$ cat config.mk
export PLATFORM = sky130hd
export DESIGN_NAME = fetch_sequencer
export DESIGN_NICKNAME = d
export VERILOG_FILES = /design/src/rtl/fetch_seq_pkg.sv /design/src/rtl/sat_counter.sv /design/src/rtl/fetch_sequencer.sv
export SDC_FILE = /design/constraint.sdc
export NUM_CORES = 1
export LEC_CHECK = 0
export CORE_MARGIN = 10
export CORE_UTILIZATION = 40
export CTS_CLUSTER_DIAMETER = 50
export CTS_CLUSTER_SIZE = 20
export DETAILED_ROUTE_END_ITERATION = 16
export GPL_TIMING_DRIVEN = 1
export PLACE_DENSITY = 0.71
export SKIP_CTS_REPAIR_TIMING = 1
export SLEW_MARGIN = 20
export SYNTH_ARGS = -nofsm -noshare
export SYNTH_HDL_FRONTEND = slang
export SYNTH_SLANG_ARGS = --single-unit
$ cat constraint.sdc
create_clock -name f_clk -period 3.55 [get_ports f_clk]
set_input_delay 0.71 -clock f_clk [delete_from_list [all_inputs] [get_ports f_clk]]
set_output_delay 0.71 -clock f_clk [all_outputs]
set_load 0.01 [all_outputs]
$ cat src/rtl/fetch_seq_pkg.sv
// ----------------------------------------------------------------------------
// fetch_seq_pkg : shared types and default widths for the fetch sequencer
// Rev 1.0
// ----------------------------------------------------------------------------
`default_nettype none

package fetch_seq_pkg;

  localparam int DEF_ADDR_W = 8;
  localparam int DEF_CNT_W  = 32;

  typedef enum logic [1:0] {
    IDLE   = 2'd0,
    LAUNCH = 2'd1,
    RUN    = 2'd2,
    DONE   = 2'd3
  } seq_state_t;

endpackage

`default_nettype wire

$ cat src/rtl/sat_counter.sv
// ----------------------------------------------------------------------------
// sat_counter : clearable up-counter that sticks at all-ones instead of wrapping
// Rev 1.0
// ----------------------------------------------------------------------------
`default_nettype none

module sat_counter
  import fetch_seq_pkg::*;
#(
  parameter int CNT_W = DEF_CNT_W
) (
  input  logic             clk_i,
  input  logic             rst_ni,
  input  logic             clr_i,
  input  logic             en_i,
  output logic [CNT_W-1:0] cnt_o,
  output logic [CNT_W-1:0] next_o
);

  logic [CNT_W-1:0] cnt_q;
  logic [CNT_W-1:0] cnt_d;

  // next_o is the post-increment value, exposed so callers can act on it this cycle
  assign next_o = (&cnt_q) ? cnt_q : cnt_q + CNT_W'(1);

  always_comb begin
    cnt_d = cnt_q;
    if (clr_i) begin
      cnt_d = '0;
    end else if (en_i) begin
      cnt_d = next_o;
    end
  end

  always_ff @(posedge clk_i) begin
    if (!rst_ni) begin
      cnt_q <= '0;
    end else begin
      cnt_q <= cnt_d;
    end
  end

  assign cnt_o = cnt_q;

endmodule

`default_nettype wire

$ cat src/rtl/fetch_sequencer.sv
// ----------------------------------------------------------------------------
// fetch_sequencer : launches a fetch run, supervises it, reports PC and length
// Rev 1.0
// ----------------------------------------------------------------------------
`default_nettype none

module fetch_sequencer
  import fetch_seq_pkg::*;
#(
  parameter int ADDR_W   = DEF_ADDR_W,
  parameter int CNT_W    = DEF_CNT_W,
  parameter int WDOG_MAX = 1000
) (
  input  logic              f_clk,
  input  logic              f_rst_n,
  input  logic              req,
  input  logic [ADDR_W-1:0] req_addr,
  input  logic              clear,
  input  logic              halt_i,
  input  logic [ADDR_W-1:0] pc_i,
  output logic              ack,
  output logic              start_o,
  output logic [ADDR_W-1:0] start_addr_o,
  output logic              halt_o,
  output logic              busy,
  output logic              done,
  output logic              timeout,
  output logic [ADDR_W-1:0] final_pc,
  output logic [CNT_W-1:0]  cycle_cnt
);

  seq_state_t        state_q;
  logic              ack_q;
  logic              start_q;
  logic              halt_q;
  logic              busy_q;
  logic              done_q;
  logic              timeout_q;
  logic [ADDR_W-1:0] start_addr_q;
  logic [ADDR_W-1:0] final_pc_q;

  logic              cnt_clr;
  logic              cnt_en;
  logic [CNT_W-1:0]  cnt_q;
  logic [CNT_W-1:0]  cnt_next;
  logic              wdog_hit;

  // Counter is zeroed on the edge into LAUNCH and counts every RUN cycle, the exit cycle included
  assign cnt_clr = (state_q == IDLE) && req;
  assign cnt_en  = (state_q == RUN);

  sat_counter #(
    .CNT_W (CNT_W)
  ) u_run_cnt (
    .clk_i  (f_clk),
    .rst_ni (f_rst_n),
    .clr_i  (cnt_clr),
    .en_i   (cnt_en),
    .cnt_o  (cnt_q),
    .next_o (cnt_next)
  );

  generate
    if (WDOG_MAX != 0) begin : g_wdog
      assign wdog_hit = (64'(cnt_next) == 64'(WDOG_MAX));
    end else begin : g_no_wdog
      assign wdog_hit = 1'b0;
    end
  endgenerate

  always_ff @(posedge f_clk) begin
    if (!f_rst_n) begin
      state_q      <= IDLE;
      ack_q        <= 1'b0;
      start_q      <= 1'b0;
      halt_q       <= 1'b1;
      busy_q       <= 1'b0;
      done_q       <= 1'b0;
      timeout_q    <= 1'b0;
      start_addr_q <= '0;
      final_pc_q   <= '0;
    end else begin
      ack_q   <= 1'b0;
      start_q <= 1'b0;
      case (state_q)
        IDLE: begin
          if (req) begin
            state_q      <= LAUNCH;
            ack_q        <= 1'b1;
            start_q      <= 1'b1;
            start_addr_q <= req_addr;
            halt_q       <= 1'b0;
            busy_q       <= 1'b1;
            timeout_q    <= 1'b0;
          end
        end
        LAUNCH: begin
          state_q <= RUN;
        end
        RUN: begin
          // A decoded halt beats a simultaneous watchdog expiry
          if (halt_i || wdog_hit) begin
            state_q    <= DONE;
            final_pc_q <= pc_i;
            timeout_q  <= ~halt_i;
            halt_q     <= 1'b1;
            busy_q     <= 1'b0;
            done_q     <= 1'b1;
          end
        end
        DONE: begin
          if (clear) begin
            state_q <= IDLE;
            done_q  <= 1'b0;
          end
        end
        default: begin
          state_q <= IDLE;
        end
      endcase
    end
  end

  assign ack          = ack_q;
  assign start_o      = start_q;
  assign start_addr_o = start_addr_q;
  assign halt_o       = halt_q;
  assign busy         = busy_q;
  assign done         = done_q;
  assign timeout      = timeout_q;
  assign final_pc     = final_pc_q;
  assign cycle_cnt    = cnt_q;

endmodule

`default_nettype wire
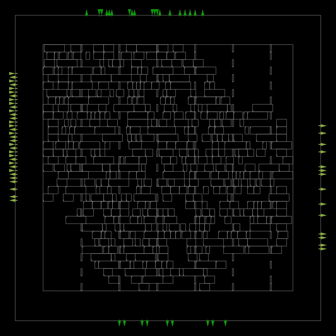
Run 1: placed standard cells
final core occ: 0.5176
core area: 0.008175 mm^2

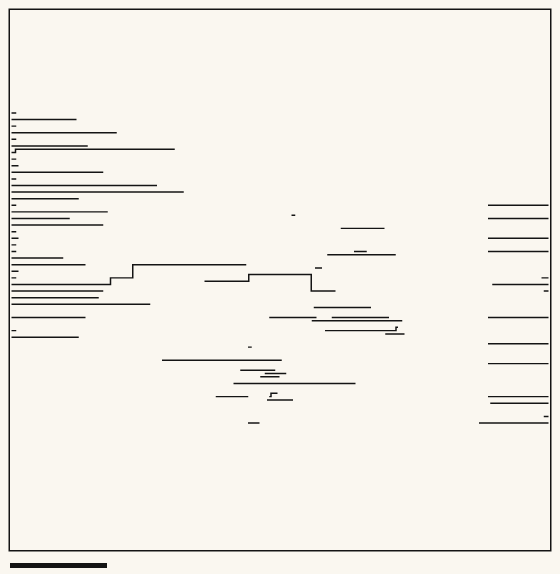
Run 1: signal wires on met3
Scale bar: 20 um.
share of all routed wire	8.3%
main direction	horizontal
wire length on this layer	757 um
longest straight run	35.2 um
nets with wire on the layer	65

==> summary.txt, run 1 <==
Status: finished clean
Fin crit period: 3195 ps
RR Startpoint: u_run_cnt.cnt_o[0]
Non-clk bufs: 85
Post-synthesis sequential area ratio: 0.3301
Critical Path Start: u_run_cnt.cnt_o[0]
H-tree levels: 2
Family with the most delay on the worst path: simple AND/OR/NAND/NOR gates
Crit start category: register
Post-synth top area cell: dfxtp_1
Vias in the first global route: 3021
WP buf/inv: 0
Crit-path slowest cell: dfxtp_1
Detailed-router iteration count before antenna repair: 4
Worst hold stages: 2
Non-clock inverters: 3
Comb area: 0.002057 mm^2
Comb area share: 0.4861
Wire length per cell: 15.68 um
Met2 Usage GRT: 0.2134
DR vias: 3151
P_comb: 383 uW
Pwr Density: 345.8 mW/mm^2
Crit path DRT: 3780 ps
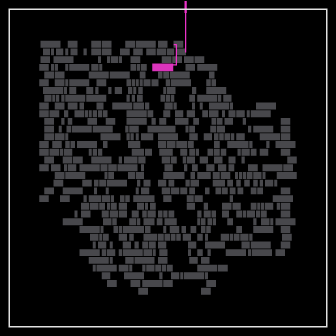
Run 1: nets reached from selected ports
color	port	bits	direction	edge	end cells	buffers	wire
magenta	start_o	1	output	top	1	1	24.1 um
port bufs: 74
boundary pin count: 75

Run 1, cell density map:
The die is cut into 11 by 11 equal tiles; black is low, pale yellow is high, 0 to 100% covered.
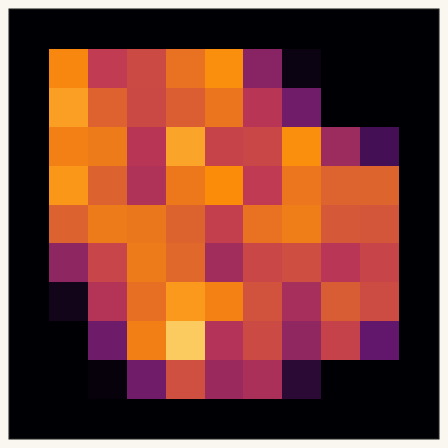

--- run 2 (diff from run 1) ---
--- a/config.mk
+++ b/config.mk
@@ -5,6 +5,7 @@
 export SDC_FILE = /design/constraint.sdc
 export NUM_CORES = 1
 export LEC_CHECK = 0
+export CORE_ASPECT_RATIO = 1.25
 export CORE_MARGIN = 10
 export CORE_UTILIZATION = 40
 export CTS_CLUSTER_DIAMETER = 50
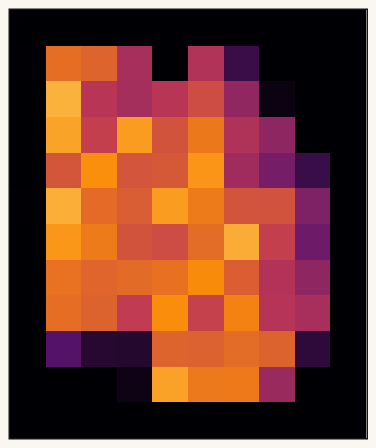
Run 2: cell density map
The die is cut into 10 by 12 equal tiles; black is low, pale yellow is high, 0 to 100% covered.
mean over tiles	33%
densest ninth of the die	center
emptiest ninth of the die	upper right
tiles over 75% full	9.2%
fullest tile	83%

==> run 2 against run 1 <==
Final cell count is 1.7% lower. Clock power shrank 2%. Global-route usage rose by 0.78 points. Sequential cell count unchanged. Maximum frequency down 2.4%. Largest cell class unchanged. Worst setup slack worse by 80 ps. Worst hold slack worse by 5.3 ps. Wire length grew 0.34%. Combinational power shrank 2%. Synthesized area is the same. Core utilization shrank 0.62 points.
==> summary.txt, run 2 <==
Seq area share: 0.2628
Vias in the first global route: 3108 (+2.9%)
Max Cap Viol: 0
Met2 Usage GRT: 0.2465 (+0.03309)
Starting DRT DRC Count: 138
Non-clk bufs: 83 (-2.4%)
Crit-path slowest cell: nor4_4
Status: finished clean
Family with the most delay on the worst path: simple AND/OR/NAND/NOR gates
WP buf/inv: 1 (+1)
Synthesis area per yosys: 0.003336 mm^2
Switching component of the power: 455.0 uW
Critical Path Start: u_run_cnt.cnt_o[21]
Non-clock inverters: 3 (unchanged)
Crit path DRT: 3730 ps (-50 ps)
RR Startpoint: u_run_cnt.cnt_o[21]
DR vias: 3172 (+0.67%)
Post-synth top cells: 59 x nand2_1, 55 x dfxtp_1, 43 x nor2_1
Port bufs: 74 (unchanged)
Detailed-router iteration count before antenna repair: 4 (unchanged)
Crit start category: register
Wire length per cell: 16.01 um (+2.1%)
Pwr Density: 345.7 mW/mm^2 (about the same)
Fin crit period: 3275 ps (+79.79 ps)
GRT overflow: 0
H-tree levels: 2 (unchanged)
P_comb: 376 uW (-2%)
Post-synth top area cell: dfxtp_1
Comb area: 0.002057 mm^2 (unchanged)
Core area: 0.008194 mm^2 (+0.23%)
Worst Clk Skew: 8.750 ps
No activity file was given, so power comes from the tool's default toggle rates.
